[src/rtl/frame_uart_pkg.sv]
// rtl/frame_uart_pkg.sv - shared state type and bit-timing constants for frame_uart
package frame_uart_pkg;

  localparam int CLK_DIVIDER_DEF  = 3;
  localparam int UART_DIVIDER_DEF = 23;
  localparam int DATA_BITS        = 8;
  localparam int HALF_BIT         = ((CLK_DIVIDER_DEF + 1) * (UART_DIVIDER_DEF + 1)) / 2;

  typedef enum logic [1:0] {
    ST_IDLE,
    ST_START,
    ST_DATA,
    ST_STOP
  } uart_state_e;

  // Half a bit period in cen pulses for an arbitrary divider pair.
  function automatic int half_bit_cen(input int clk_div, input int uart_div);
    return ((clk_div + 1) * (uart_div + 1)) / 2;
  endfunction

endpackage

[src/rtl/frame_uart_rx.sv]
// rtl/frame_uart_rx.sv - 8N1 receiver with input synchroniser and mid-bit sampling
module frame_uart_rx
  import frame_uart_pkg::*;
#(
  parameter logic [4:0] CLK_DIVIDER  = 5'd3,
  parameter logic [4:0] UART_DIVIDER = 5'd23
) (
  input  logic       clk,
  input  logic       rst_n,
  input  logic       cen,
  input  logic       rx_in,
  output logic [7:0] rx_data,
  output logic       rx_done,
  output logic       rx_error
);

  localparam int         HALF    = half_bit_cen(int'(CLK_DIVIDER), int'(UART_DIVIDER));
  localparam logic [4:0] MID_BIT = 5'((HALF - 1) / (int'(CLK_DIVIDER) + 1));
  localparam logic [4:0] MID_PRE = 5'((HALF - 1) % (int'(CLK_DIVIDER) + 1));

  uart_state_e rx_state, rx_next;
  logic        sync1, sync2, prev;
  logic [4:0]  rx_pre, rx_bit;
  logic [2:0]  rx_idx;
  logic [7:0]  rx_shift, data_q;
  logic        fall, mid;

  // Synchroniser resets to the idle level so reset release never looks like a start edge.
  always_ff @(posedge clk or negedge rst_n) begin
    if (!rst_n) begin
      sync1 <= 1'b1;
      sync2 <= 1'b1;
      prev  <= 1'b1;
    end else if (cen) begin
      sync1 <= rx_in;
      sync2 <= sync1;
      prev  <= sync2;
    end
  end

  assign fall = prev & ~sync2;
  assign mid  = cen && (rx_pre == MID_PRE) && (rx_bit == MID_BIT);

  always_ff @(posedge clk or negedge rst_n) begin
    if (!rst_n) begin
      rx_state <= ST_IDLE;
    end else if (cen) begin
      rx_state <= rx_next;
    end
  end

  always_comb begin
    rx_next = rx_state;
    case (rx_state)
      ST_IDLE:  if (fall) rx_next = ST_START;
      ST_START: if (mid) rx_next = sync2 ? ST_IDLE : ST_DATA;
      ST_DATA:  if (mid && rx_idx == 3'(DATA_BITS - 1)) rx_next = ST_STOP;
      ST_STOP:  if (mid) rx_next = ST_IDLE;
      default:  rx_next = ST_IDLE;
    endcase
  end

  // Phase counter is held at zero while idle, so it restarts exactly on the start edge.
  always_ff @(posedge clk or negedge rst_n) begin
    if (!rst_n) begin
      rx_pre   <= '0;
      rx_bit   <= '0;
      rx_idx   <= '0;
      rx_shift <= '0;
      data_q   <= '0;
    end else if (cen) begin
      if (rx_state == ST_IDLE) begin
        rx_pre <= '0;
        rx_bit <= '0;
        rx_idx <= '0;
      end else begin
        if (rx_pre == CLK_DIVIDER) begin
          rx_pre <= '0;
          rx_bit <= (rx_bit == UART_DIVIDER) ? 5'd0 : rx_bit + 5'd1;
        end else begin
          rx_pre <= rx_pre + 5'd1;
        end
        if (mid && rx_state == ST_DATA) begin
          rx_shift <= {sync2, rx_shift[7:1]};
          rx_idx   <= rx_idx + 3'd1;
        end
        if (mid && rx_state == ST_STOP && sync2) begin
          data_q <= rx_shift;
        end
      end
    end
  end

  always_comb begin
    rx_done  = 1'b0;
    rx_error = 1'b0;
    if (rx_state == ST_STOP && mid) begin
      rx_done  = sync2;
      rx_error = ~sync2;
    end
    // The new byte is visible in the same cycle as its strobe.
    rx_data = rx_done ? rx_shift : data_q;
  end

endmodule

[src/rtl/frame_uart.sv]
// rtl/frame_uart.sv - 8N1 UART transceiver with byte-wide Tx/Rx strobes
// Define FRAME_UART_LOOPBACK_EN to feed the internal Tx line into the receiver.
module frame_uart
  import frame_uart_pkg::*;
#(
  parameter logic [4:0] CLK_DIVIDER  = 5'd3,
  parameter logic [4:0] UART_DIVIDER = 5'd23
) (
  input  logic       clk,
  input  logic       rst_n,
  input  logic       cen,
  input  logic       uart_rx,
  output logic       uart_tx,
  output logic [7:0] rx_data,
  output logic       rx_done,
  output logic       rx_error,
  input  logic [7:0] tx_data,
  input  logic       tx_wr,
  output logic       tx_busy,
  output logic       tx_done
);

  uart_state_e tx_state, tx_next;
  logic [4:0]  tx_pre, tx_bit;
  logic [2:0]  tx_idx;
  logic [7:0]  tx_shift;
  logic        tx_bit_end;
  logic        rx_in;

  assign tx_bit_end = cen && (tx_pre == CLK_DIVIDER) && (tx_bit == UART_DIVIDER);

  always_ff @(posedge clk or negedge rst_n) begin
    if (!rst_n) begin
      tx_state <= ST_IDLE;
    end else if (cen) begin
      tx_state <= tx_next;
    end
  end

  always_comb begin
    tx_next = tx_state;
    case (tx_state)
      ST_IDLE:  if (tx_wr) tx_next = ST_START;
      ST_START: if (tx_bit_end) tx_next = ST_DATA;
      ST_DATA:  if (tx_bit_end && tx_idx == 3'(DATA_BITS - 1)) tx_next = ST_STOP;
      ST_STOP:  if (tx_bit_end) tx_next = ST_IDLE;
      default:  tx_next = ST_IDLE;
    endcase
  end

  always_ff @(posedge clk or negedge rst_n) begin
    if (!rst_n) begin
      tx_pre   <= '0;
      tx_bit   <= '0;
      tx_idx   <= '0;
      tx_shift <= '0;
    end else if (cen) begin
      if (tx_state == ST_IDLE) begin
        tx_pre <= '0;
        tx_bit <= '0;
        tx_idx <= '0;
        if (tx_wr) tx_shift <= tx_data;
      end else begin
        if (tx_pre == CLK_DIVIDER) begin
          tx_pre <= '0;
          tx_bit <= (tx_bit == UART_DIVIDER) ? 5'd0 : tx_bit + 5'd1;
        end else begin
          tx_pre <= tx_pre + 5'd1;
        end
        if (tx_bit_end && tx_state == ST_DATA) begin
          tx_shift <= tx_shift >> 1;
          tx_idx   <= tx_idx + 3'd1;
        end
      end
    end
  end

  always_comb begin
    uart_tx = 1'b1;
    tx_busy = 1'b1;
    tx_done = 1'b0;
    case (tx_state)
      ST_IDLE:  tx_busy = 1'b0;
      ST_START: uart_tx = 1'b0;
      ST_DATA:  uart_tx = tx_shift[0];
      ST_STOP:  tx_done = tx_bit_end;
      default:  tx_busy = 1'b0;
    endcase
  end

`ifdef FRAME_UART_LOOPBACK_EN
  logic unused_uart_rx;
  assign unused_uart_rx = uart_rx;
  assign rx_in = uart_tx;
`else
  assign rx_in = uart_rx;
`endif

  frame_uart_rx #(
    .CLK_DIVIDER  (CLK_DIVIDER),
    .UART_DIVIDER (UART_DIVIDER)
  ) u_rx (
    .clk      (clk),
    .rst_n    (rst_n),
    .cen      (cen),
    .rx_in    (rx_in),
    .rx_data  (rx_data),
    .rx_done  (rx_done),
    .rx_error (rx_error)
  );

endmodule

[config.mk]
export PLATFORM = sky130hd
export DESIGN_NAME = frame_uart
export DESIGN_NICKNAME = d
export VERILOG_FILES = /design/src/rtl/frame_uart_pkg.sv /design/src/rtl/frame_uart_rx.sv /design/src/rtl/frame_uart.sv
export SDC_FILE = /design/constraint.sdc
export NUM_CORES = 1
export LEC_CHECK = 0
export CAP_MARGIN = 30
export CELL_PAD_IN_SITES_DETAIL_PLACEMENT = 0
export CELL_PAD_IN_SITES_GLOBAL_PLACEMENT = 1
export CORE_AREA = 4 4 90 92
export CTS_BUF_LIST = sky130_fd_sc_hd__clkbuf_16
export CTS_CLUSTER_DIAMETER = 50
export CTS_CLUSTER_SIZE = 30
export DETAILED_ROUTE_END_ITERATION = 8
export DIE_AREA = 0 0 94 96
export PLACE_DENSITY_LB_ADDON = 0.15
export SLEW_MARGIN = 5
export SYNTH_ARGS = -nofsm -noshare
export SYNTH_HDL_FRONTEND = slang
export SYNTH_SLANG_ARGS = --single-unit
[constraint.sdc]
create_clock -name clk -period 2.5 [get_ports clk]
set_input_delay 0.5 -clock clk [delete_from_list [all_inputs] [get_ports clk]]
set_output_delay 0.5 -clock clk [all_outputs]
set_load 0.02 [all_outputs]
wires.png
Scale bar: 20 um. Two of the layers only.
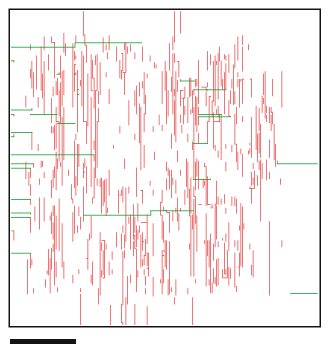
- metal 2: red (wire length 2810 um)
- metal 3: green (wire length 226 um)
Total Routing Usage GR: 0.1534
Total Wirelength: 6.087 mm
DR WL/cell: 14.06 um

==> results.sh <==
# physical design summary
export IMPL_status="finished, violations left"
export IMPL_violations="setup timing"
export IMPL_comb_multi_input_count=178
export IMPL_setup_viol=8
export IMPL_die_area_sq_um=9024
export IMPL_synth_comb_largest_family="multiplexers"
export IMPL_maxCapViolations=0
export IMPL_crit_path_end_kind="output pin"
export IMPL_synth_top_cell_area_share=0.4467
export IMPL_grt_overflow=0
export IMPL_critPathKind="reg -> out"
export IMPL_num_antenna_cells=0
export IMPL_synth_area_top_cells="dfrtp_1 45%, mux2_2 17%, ha_1 5.0%"
export IMPL_initCoreUtil=0.4194
export IMPL_cts_resized=64
export IMPL_wl_met3_um=226
export IMPL_hpwl_mm=3.869
export IMPL_n_all_inverters=20
export IMPL_synth_cell_type_count=50
export IMPL_cts_setup_buffers=6
export IMPL_power_density_nw_per_um2=960.9
export IMPL_slew_violations=0
export IMPL_clockPowerShare=0.355
export IMPL_async_flop_share=1.000
export IMPL_warnings=31
export IMPL_critPathSlowestCell="dfrtp_1"
export IMPL_leakage_nw=1.891
export IMPL_sw_frac_of_total=0.2959
export IMPL_yosysWarnings=0
export IMPL_place_area_sq_um=3580
export IMPL_synth_main_ff_cell="dfrtp_1"
export IMPL_clock_sinks=57
export IMPL_hold_viol=0
export IMPL_cts_hold_buf=0
export IMPL_syn_avg_cell_area_sq_um=11.33
export IMPL_die_width_um=94
export IMPL_switching_power_w=0.001148
export IMPL_buffers=63
export IMPL_io_buffers=25
export IMPL_num_rows=31
export IMPL_htree_levels=3
export IMPL_syn_inst=267
export IMPL_vias_per_cell=5.090
export IMPL_path_cells="ha_2, nor3b_4, nand2_2, nor4b_4, buf_4, buf_12, buf_6, mux2_4, buf_6"
export IMPL_crit_path_start_kind="register"
export IMPL_seq_share=0.3541
export IMPL_fin_nets=354
export IMPL_min_period_ns=2.750
export IMPL_simple_gate_area_frac=0.1551
export IMPL_core_area_sq_um=7214
export IMPL_powerSeq_w=0.00136
export IMPL_clk_share=0.08271
export IMPL_die_h_um=96
export IMPL_crit_buf_inv=4
export IMPL_crit_arrival_ns=2.25
export IMPL_tightestPinTransition_ns=0.3682
export IMPL_fin_ws_ns=-0.2495
export IMPL_rr_worst_depth=9
export IMPL_ant_nets=0
export IMPL_grt_use_met1=0.2082
clocks.png
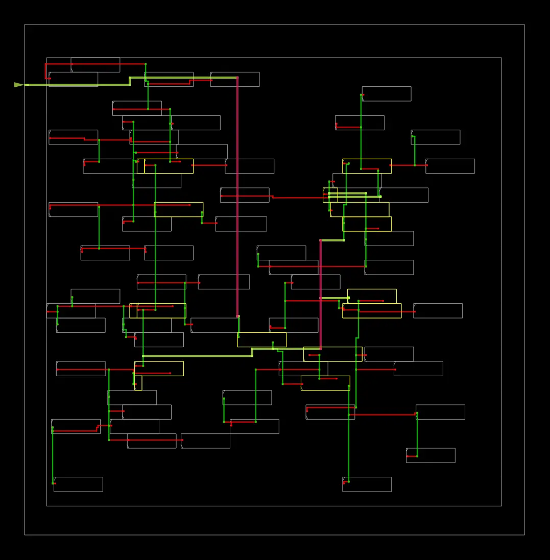
CLK BUF: 9
clock buffers created by TritonCTS: 9
Setup Skew: 0.007603 ns
Late-Pin Clk Latency: 0.32 ns
flip-flops: 57

-- cells in the final DEF, fill, tap and decap left out, types with 3 or more instances in the layout --
cell and n:
inv_1 20, a21oi_1 7, buf_4 32, clkdlybuf4s50_1 12
clkbuf_16 10, mux2_4 7, o22ai_1 10, ha_1 10
clkinv_1 3, dfstp_2 3, nor2_1 10, bufinv_16 3
dfrtp_1 54, nor3b_1 4, nand3_1 20, nand2_1 11
nand2b_1 3, nand4_1 5, a22oi_1 3, mux2_2 38
mux2i_1 3, o21ai_0 7, and2_1 4, o311ai_0 3
buf_6 11
-- registers in the layout, indices dropped and copies added, names as in the netlist, named ones only --
register       cells
tx_pre             5
u_rx.rx_idx        3
tx_bit             5
u_rx.sync1         1
u_rx.prev          1
u_rx.data_q        8
tx_idx             3
u_rx.rx_shift      8
u_rx.rx_bit        5
u_rx.rx_pre        5
tx_shift           8
u_rx.sync2         1
u_rx.rx_state      1
tx_state           2
-- how the worst max path moves through the flow --
stage	from	end	slack, ns	cells past startpoint
finish	u_rx.rx_bit[1]	rx_data[3]	-0.25	9
global route	u_rx.rx_bit[1]	rx_data[3]	-0.38	9
CTS	u_rx.rx_bit[0]	rx_data[0]	-0.31	7
detailed placement	cen	rx_data[2]	-0.65	7
global placement	cen	rx_data[0]	-0.68	7
floorplan	u_rx.rx_pre[0]	rx_data[0]	0.06	7
-- per-stage QoR --
step	hold slack [ns]	TNS [ns]	worst slack (ns)	total power [W]
3_3_place_gp	0.4864	-6.358	-0.6768	0.002486
5_1_grt	0.2040	-2.671	-0.3795	0.004161
2_1_floorplan	0.2044	0	0.06373	0.002147
6_report	0.1781	-1.644	-0.2495	0.003881
4_1_cts	0.1941	-2.028	-0.3138	0.003920
3_5_place_dp	0.4965	-6.136	-0.6537	0.002522
Power is estimated from default activity; no workload was simulated.
